==> src/rtl/decoder_pkg.sv <==
// Shared types and constants for the scanning decoder.
// Imported by decoder_seq and its dwell counter.
package decoder_pkg;

    typedef enum logic [1:0] {
        IDLE = 2'd0,
        SCAN = 2'd1,
        DONE = 2'd2
    } state_t;

    localparam logic MODE_DIRECT = 1'b0;
    localparam logic MODE_SCAN   = 1'b1;

    // Counter width able to hold DWELL-1 with one spare bit of headroom.
    function automatic int dwell_width(input int dwell);
        return $clog2(dwell) + 1;
    endfunction

endpackage

==> src/rtl/decoder_seq_dwell_counter.sv <==
// Counts cycles spent on one scan index.
// expire marks the tick that completes a full dwell.
module dwell_counter
    import decoder_pkg::*;
#(
    parameter int DWELL = 4
) (
    input  logic clk,
    input  logic rst,
    input  logic clear,
    input  logic tick,
    output logic expire
);

    localparam int CW = dwell_width(DWELL);
    localparam logic [CW-1:0] LAST = CW'(DWELL - 1);

    logic [CW-1:0] count;

    assign expire = tick && (count == LAST);

    // Advance on tick, restart after a full dwell or on clear.
    always_ff @(posedge clk) begin
        if (rst || clear) begin
            count <= '0;
        end else if (tick) begin
            if (expire) begin
                count <= '0;
            end else begin
                count <= count + 1'b1;
            end
        end
    end

endmodule

==> src/rtl/decoder_seq.sv <==
// One-hot decoder with direct and timed-scan modes.
// d, idx, d_valid and done are all registered.
module decoder_seq
    import decoder_pkg::*;
#(
    parameter int N          = 3,
    parameter int DWELL      = 4,
    parameter int WRAP       = 1,
    parameter int ACTIVE_LOW = 0
) (
    input  logic            clk,
    input  logic            rst,
    input  logic            en,
    input  logic            mode,
    input  logic [N-1:0]    s,
    input  logic            s_valid,
    output logic            s_ready,
    output logic [2**N-1:0] d,
    output logic            d_valid,
    output logic [N-1:0]    idx,
    output logic            done
);

    localparam int W = 2**N;
    localparam logic [W-1:0] POL = {W{(ACTIVE_LOW != 0)}};
    localparam logic [N-1:0] LAST = '1;

    state_t       state;
    logic         xfer;
    logic         load_scan;
    logic         scan_run;
    logic         expire;
    logic [N-1:0] idx_nxt;

    // Port-polarity one-hot code for an index.
    function automatic logic [W-1:0] dec(input logic [N-1:0] i);
        return POL ^ (W'(1) << i);
    endfunction

    assign s_ready   = en && (state == IDLE);
    assign xfer      = s_valid && s_ready;
    assign load_scan = xfer && (mode == MODE_SCAN);
    assign scan_run  = en && (state == SCAN) && (mode == MODE_SCAN);
    assign idx_nxt   = idx + 1'b1;

    dwell_counter #(
        .DWELL (DWELL)
    ) u_dwell (
        .clk    (clk),
        .rst    (rst),
        .clear  (load_scan),
        .tick   (scan_run),
        .expire (expire)
    );

    // Control FSM with registered outputs; en low freezes everything.
    always_ff @(posedge clk) begin
        if (rst) begin
            state   <= IDLE;
            idx     <= '0;
            d       <= POL;
            d_valid <= 1'b0;
            done    <= 1'b0;
        end else if (!en) begin
            d_valid <= 1'b0;
            done    <= 1'b0;
        end else begin
            done <= 1'b0;
            unique case (state)
                IDLE: begin
                    d_valid <= xfer;
                    if (xfer) begin
                        idx <= s;
                        d   <= dec(s);
                        if (mode == MODE_SCAN) begin
                            state <= SCAN;
                        end
                    end
                end
                SCAN: begin
                    if (mode == MODE_DIRECT) begin
                        state   <= IDLE;
                        d       <= POL;
                        d_valid <= 1'b0;
                    end else begin
                        d_valid <= 1'b1;
                        if (expire) begin
                            if (idx == LAST && WRAP == 0) begin
                                state   <= DONE;
                                done    <= 1'b1;
                                d_valid <= 1'b0;
                            end else begin
                                idx <= idx_nxt;
                                d   <= dec(idx_nxt);
                            end
                        end
                    end
                end
                DONE: begin
                    d_valid <= 1'b0;
                    if (mode == MODE_DIRECT) begin
                        state <= IDLE;
                        d     <= POL;
                    end
                end
                default: begin
                    state   <= IDLE;
                    d_valid <= 1'b0;
                end
            endcase
        end
    end

endmodule
==> config.mk <==
export PLATFORM = sky130hd
export DESIGN_NAME = decoder_seq
export DESIGN_NICKNAME = d
export VERILOG_FILES = /design/src/rtl/decoder_pkg.sv /design/src/rtl/decoder_seq_dwell_counter.sv /design/src/rtl/decoder_seq.sv
export SDC_FILE = /design/constraint.sdc
export NUM_CORES = 1
export LEC_CHECK = 0
export CORE_MARGIN = 5
export CORE_UTILIZATION = 46
export CTS_BUF_LIST = sky130_fd_sc_hd__clkbuf_8
export DETAILED_ROUTE_END_ITERATION = 8
export PLACE_DENSITY = 0.77
export SYNTH_ARGS = -nofsm -noshare
export SYNTH_HDL_FRONTEND = slang
export SYNTH_HIERARCHICAL = 1
export SYNTH_SLANG_ARGS = --single-unit
==> constraint.sdc <==
create_clock -name clk -period 1.8 [get_ports clk]
set_input_delay 0.36 -clock clk [delete_from_list [all_inputs] [get_ports clk]]
set_output_delay 0.36 -clock clk [all_outputs]
set_load 0.01 [all_outputs]
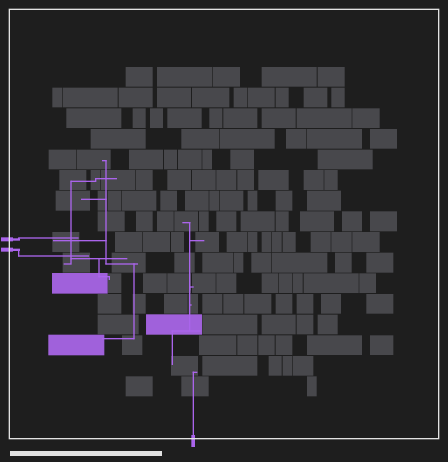
run_1/port_nets.png
The bar under the picture is 20 um long.
Key: `idx` = purple [direction output, end cells 3, buffers 3, wire 126 um]

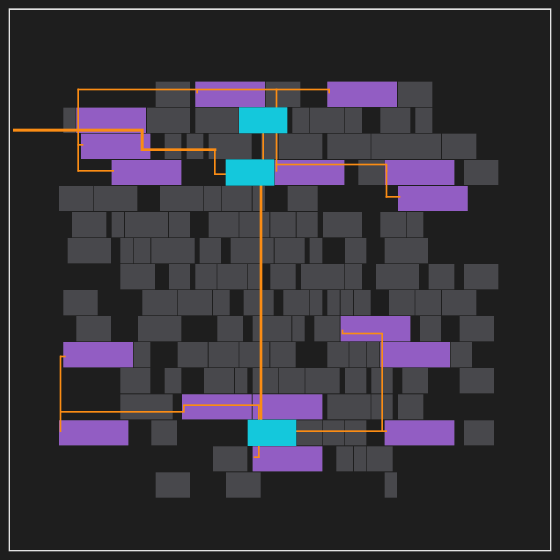
run_1/clock_map.png
Key: flip-flops = purple [count 16]; cells driving clock nets = cyan [count 3]; clock wires = orange [length 191 um]
There are 4 routed clock nets.
Final Skew: 0.863 ps
clock share of power: 29.7%

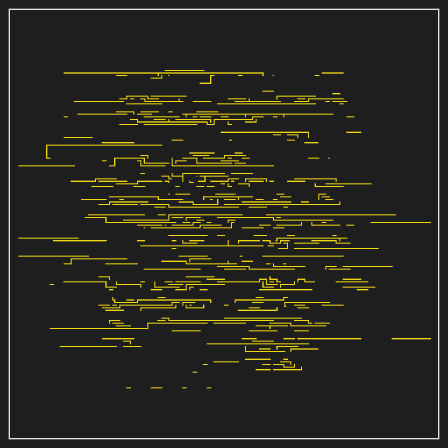
run_1/met1.png
The wires run mostly horizontal. The layer carries 1080 um of wire. The layer holds 47% of the routed length. 137 nets have wire on it.
via count: 919
met1 GRT Util: 20.1%

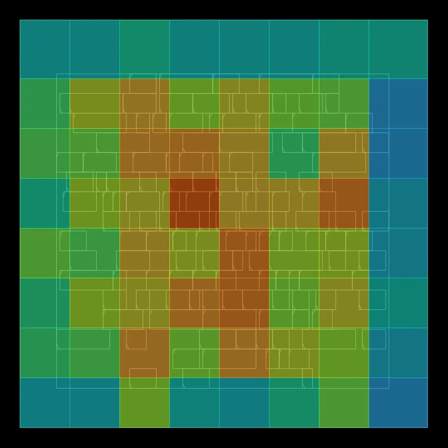
run_1/final_congestion.png
met3 global-route usage: 3.44%
Most Crowded Layer GR: met2
GRT Overall Usage: 15.1%
final core utilization: 67.0%
met2 usage: 23.5%

==> Slide: Implementation Results, run 1 <==
Implementation Results

Worst setup path
  – Setup crit start kind: input port
  – Critical Path Source: en
  – Worst reg2reg path depth: 7
  – Critical-path maximum fanout: 4
  – Slowest Stage Delay on Critical Path: 430 ps
  – CP Capture Type: flip-flop

Floorplan
  – Chip height: 56.4 um
  – Die area: 3180 um^2
  – Io pins: 22
  – Core Footprint: 2000 um^2

Synth
  – Count leader, synth: dfxtp_1
  – Synth Register Bits: 16
  – Sequential area share after synthesis: 32.3%
  – Syn avg cell area: 9.26 um^2
  – Post-synth EDFFs: 0
  – Floorplan net count: 122
  – Post-Syn Area: 991 um^2
  – Mapped Cells: 107
  – # Cells Yosys: 107

Route
  – WL met1: 1080 um
  – DRC errors left: 0

Min path
  – Worst Hold Launch: u_dwell/count[2]

Final layout
  – Fillers: 166
  – Final nets: 154
  – Area Growth Syn to Fin: 35.4%

STA
  – Cycle use final: 96.8%
  – Final min period: 1740 ps

Place
  – DP HPWL: 1840 um
  – GP Congestion: 0.849

Run status
  – Run status: finished, final reports clean

Clock tree
  – Late-Pin Clk Latency: 240 ps
  – Total setup buffers inserted after CTS: 0
  – TritonCTS clock tree: built

Global routing
  – Total grt overflow: 0
  – First-pass GRT wire length: 3820 um

Pwr
  – VDD IR max: 522 uV
  – Leak Pwr: 0.558 nW
  – Pwr dens: 653 nW/um^2

Run
  – Tool Warnings: 31
-- run 1: stage by stage --
stage               cell area [um^2]  hold WS, ps  setup TNS [ps]  setup WS, ps  total power, mW
detailed placement              1290          496           -2100          -220            0.620
floorplan                        991          432               0           104            0.518
CTS                             1330          504               0          35.3            0.882
finish                          1340          518               0          58.1            0.875
global placement                1290          489           -2110          -192            0.612
global route                    1340          524            -183         -57.8            0.918
-- run 1: power by group through the flow --
stage	Combinational [mW]	Clock, mW	Sequential, mW
after global routing	0.245	0.280	0.394
after detailed placement	0.221	0	0.400
after CTS	0.221	0.270	0.392
final	0.223	0.260	0.392
after floorplan	0.111	0	0.407
after global placement	0.215	0	0.398
-- run 1: cells in the final DEF (no fill, tap or decap), drive strengths merged, types with 2 or more instances in the layout --
| cell type | count |
|---|---|
| ha | 7 |
| nor2 | 5 |
| mux2i | 2 |
| a32oi | 6 |
| inv | 9 |
| buf | 13 |
| dfxtp | 16 |
| a311oi | 2 |
| clkdlybuf4s50 | 19 |
| nor2b | 5 |
| nor3b | 2 |
| a21oi | 13 |
| a211oi | 8 |
| o21a | 2 |
| a22oi | 2 |
| clkbuf | 3 |
| and3 | 7 |
-- run 1: flip-flops by register name, indices dropped and copies added (netlist names) --
| signal | cells |
|---|---|
| d | 8 |
| idx | 3 |
| u_dwell/count | 3 |
| d_valid | 1 |
| state | 1 |
-- run 1: critical path, delay by kind of cell --
| kind | cells | cell delay, ps |
|---|---|---|
| compound gates | 2 | 250 |
| buf+inv | 2 | 610 |
| simple gates | 4 | 640 |
-- run 1: final timing paths --
kind                           end  slack [ps]
setup reg to reg              d[0]         270
setup / recovery              d[0]          60
hold reg to reg   u_dwell/count[2]         520
hold / removal    u_dwell/count[2]         520
-- run 1: area by class of cell --
type | instances | area, um^2 | share of cell area [%]
repair buffers | 33 | 309 | 23.0
clock buffers | 3 | 41.3 | 3.08
well taps | 27 | 33.8 | 2.52
flip-flops and latches | 16 | 320 | 23.9
multi-input cells | 76 | 603 | 45.0
inverters | 9 | 33.8 | 2.52
-- run 1: what timing repair did --
| item | in CTS | in global routing |
|---|---|---|
| endpoints found under the setup margin | 1 | 10 |
| hold buffers | 0 | 0 |
| resized | 1 | 2 |
| pin swaps | 0 | 1 |
-- run 1: routing by layer --
layer / vias to the layer above / track usage [%]
li1: 453 / -
met1: 424 / 20.1
met5: - / 0
met3: 2 / 3.44
met2: 40 / 23.5
met4: 0 / 6.10
-- run 1: kinds of logic after synthesis --
kind of cell             after synthesis  synth area share [%]
AND/OR/NAND/NOR                       26                  15.9
AND-OR/OR-AND                         37                  29.9
buffers and inverters                 15                  7.70
other                                  1                 0.378
XOR/XNOR                               2                  1.77
adder cells (fa/ha/maj)                7                  8.84
multiplexers                           3                  3.16
flip-flops                            16                  32.3
==> inputs of run 2 (changes only) <==
--- a/config.mk
+++ b/config.mk
@@ -5,10 +5,12 @@
 export SDC_FILE = /design/constraint.sdc
 export NUM_CORES = 1
 export LEC_CHECK = 0
+export CAP_MARGIN = 20
 export CORE_MARGIN = 5
 export CORE_UTILIZATION = 46
 export CTS_BUF_LIST = sky130_fd_sc_hd__clkbuf_8
 export DETAILED_ROUTE_END_ITERATION = 8
+export GPL_ROUTABILITY_DRIVEN = 0
 export PLACE_DENSITY = 0.77
 export SYNTH_ARGS = -nofsm -noshare
 export SYNTH_HDL_FRONTEND = slang
==> Slide: Implementation Results, run 2 <==
Implementation Results

Run status
  – Run status: finished, final reports clean

Global routing
  – GRT Overall Usage: 15.1%
  – Total grt overflow: 0

Worst setup path
  – Crit path to: d[0]
  – Setup crit start kind: input port
  – CP Capture Type: flip-flop
  – FF-to-FF End: d[0]
  – Critical Path Source: en
  – R2r setup slk: 270 ps
  – Critical-path maximum fanout: 4

Place
  – Placed inst area: 1290 um^2
  – Placement Setup Slack: -220 ps

STA
  – Cycle use final: 96.8%
  – Hold slack final: 518 ps
  – Final min period: 1740 ps
  – Final Skew: 0.863 ps
  – Final worst-path setup slack: 58.1 ps

Min path
  – Worst Hold Launch: u_dwell/count[2]

Route
  – Via count: 919
  – DRC errors left: 0

Synth
  – Sequential area share after synthesis: 32.3%
  – Synth Register Bits: 16
  – Post-synth EDFFs: 0
  – Post-Syn Area: 991 um^2
  – Count leader, synth: dfxtp_1
  – Floorplan net count: 122
  – Mapped Cells: 107
  – # Cells Yosys: 107
  – Syn avg cell area: 9.26 um^2

Pwr
  – Leak Pwr: 0.558 nW
  – VDD IR max: 522 uV
  – Pwr dens: 653 nW/um^2

Clock tree
  – Hold bufs inserted after CTS: 0
  – TritonCTS clock tree: built
  – Late-Pin Clk Latency: 240 ps
  – Total setup buffers inserted after CTS: 0

Floorplan
  – Die area: 3180 um^2
  – Chip height: 56.4 um

Final layout
  – Area Growth Syn to Fin: 35.4%
  – Most frequent cells in the layout: clkdlybuf4s50_1, dfxtp_1, a21oi_1
  – Top reg by flops: d
  – Most frequent logic cell in the layout: clkdlybuf4s50_1
  – Max reg flops: 8
  – Post-layout instance area: 1340 um^2
  – Final nets: 154

Run
  – Tool Warnings: 31
==> run 2: cell counts after synthesis <==
Identical to the previous run, type by type.
==> run 2: logic make-up after synthesis <==
family | share of synthesized area [%]
compound gates | 29.9
xor+xnor | 1.77
fa+ha+maj | 8.84
buf+inv | 7.70
flops | 32.3
mux | 3.16
other cells | 0.378
simple gates | 15.9
==> run 2: layout make-up <==
type	instances	area [um^2]
multi-input cells	76	603
clock buffers	3	41.3
repair buffers	33	309
fillers	166	661
inverters	9	33.8
well taps	27	33.8
flip-flops and latches	16	320
==> run 2: report_power, final <==
| group | switching, mW | internal, mW |
|---|---|---|
| clock network | 0.112 | 0.148 |
| registers | 0.0160 | 0.376 |
| logic | 0.110 | 0.114 |
| total | 0.238 | 0.637 |
==> run 2: worst max-delay path: stages <==
cell             delay [ps]
clkdlybuf4s50_1         430
and3_1                  210
nand2_1                 100
nor2_2                   60
nand3b_2                270
buf_4                   180
a21oi_1                 180
a211oi_2                 70
==> run 2: stage by stage <==
step / instances / power (mW) / util [%] / setup TNS, ps
final: 164 / 0.875 / 67.0 / 0
after global routing: 164 / 0.918 / 67.0 / -183
after CTS: 164 / 0.882 / 66.6 / 0
after detailed placement: 161 / 0.620 / 64.6 / -2100
after global placement: 161 / 0.612 / 64.6 / -2110
after floorplan: 107 / 0.518 / - / 0
==> run 2: how the worst min path moves through the flow <==
stage                            end  cells past startpoint  slack (ps)
CTS                 u_dwell/count[2]                      1         500
detailed placement  u_dwell/count[2]                      1         500
floorplan                     idx[0]                      1         430
global route        u_dwell/count[2]                      1         520
finish              u_dwell/count[2]                      1         520
global placement    u_dwell/count[2]                      1         490
==> run 2: timing repair <==
action,CTS,global route
gates resized,1,2
gates cloned,0,0
setup endpoints to repair,1,10
pin swaps,0,1
==> run 2: per-layer routing <==
metal | vias up | wire, um | GRT usage (%)
li1 | 453 | - | -
met1 | 424 | 1080 | 20.1
met2 | 40 | 1080 | 23.5
met3 | 2 | 140 | 3.44
met4 | 0 | 25 | 6.10
met5 | - | 0 | 0
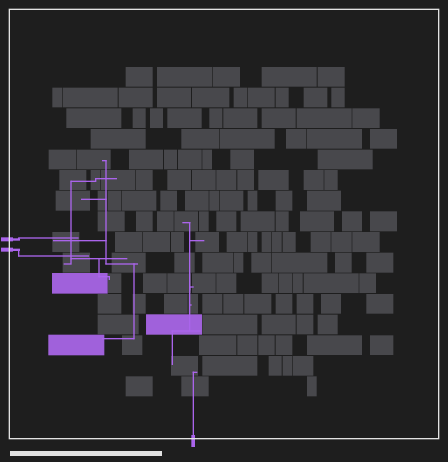
run_2/port_nets.png
The bar under the picture is 20 um long.
Key: `idx` = purple [direction output, end cells 3, buffers 3, wire 126 um]
Buffers on Ports: 20
io pins: 22

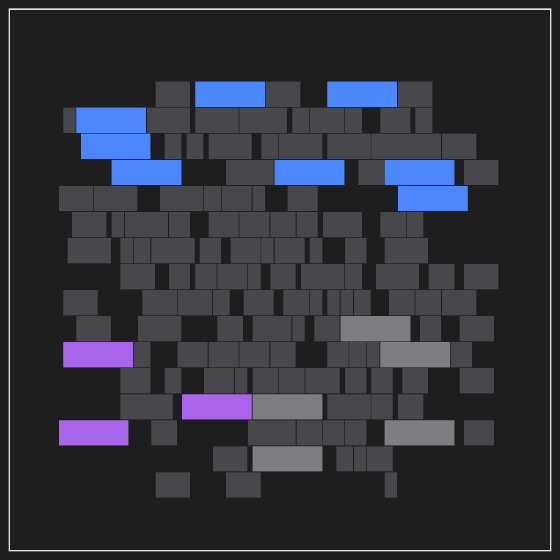
run_2/registers.png
Key: `d` = blue [sequential cells 8]; `idx` = purple [sequential cells 3]
Another 5 sequential cells are not coloured.
P_seq: 0.392 mW
Sequential cell area: 320 um^2

No activity file was given, so power comes from the tool's default toggle rates.
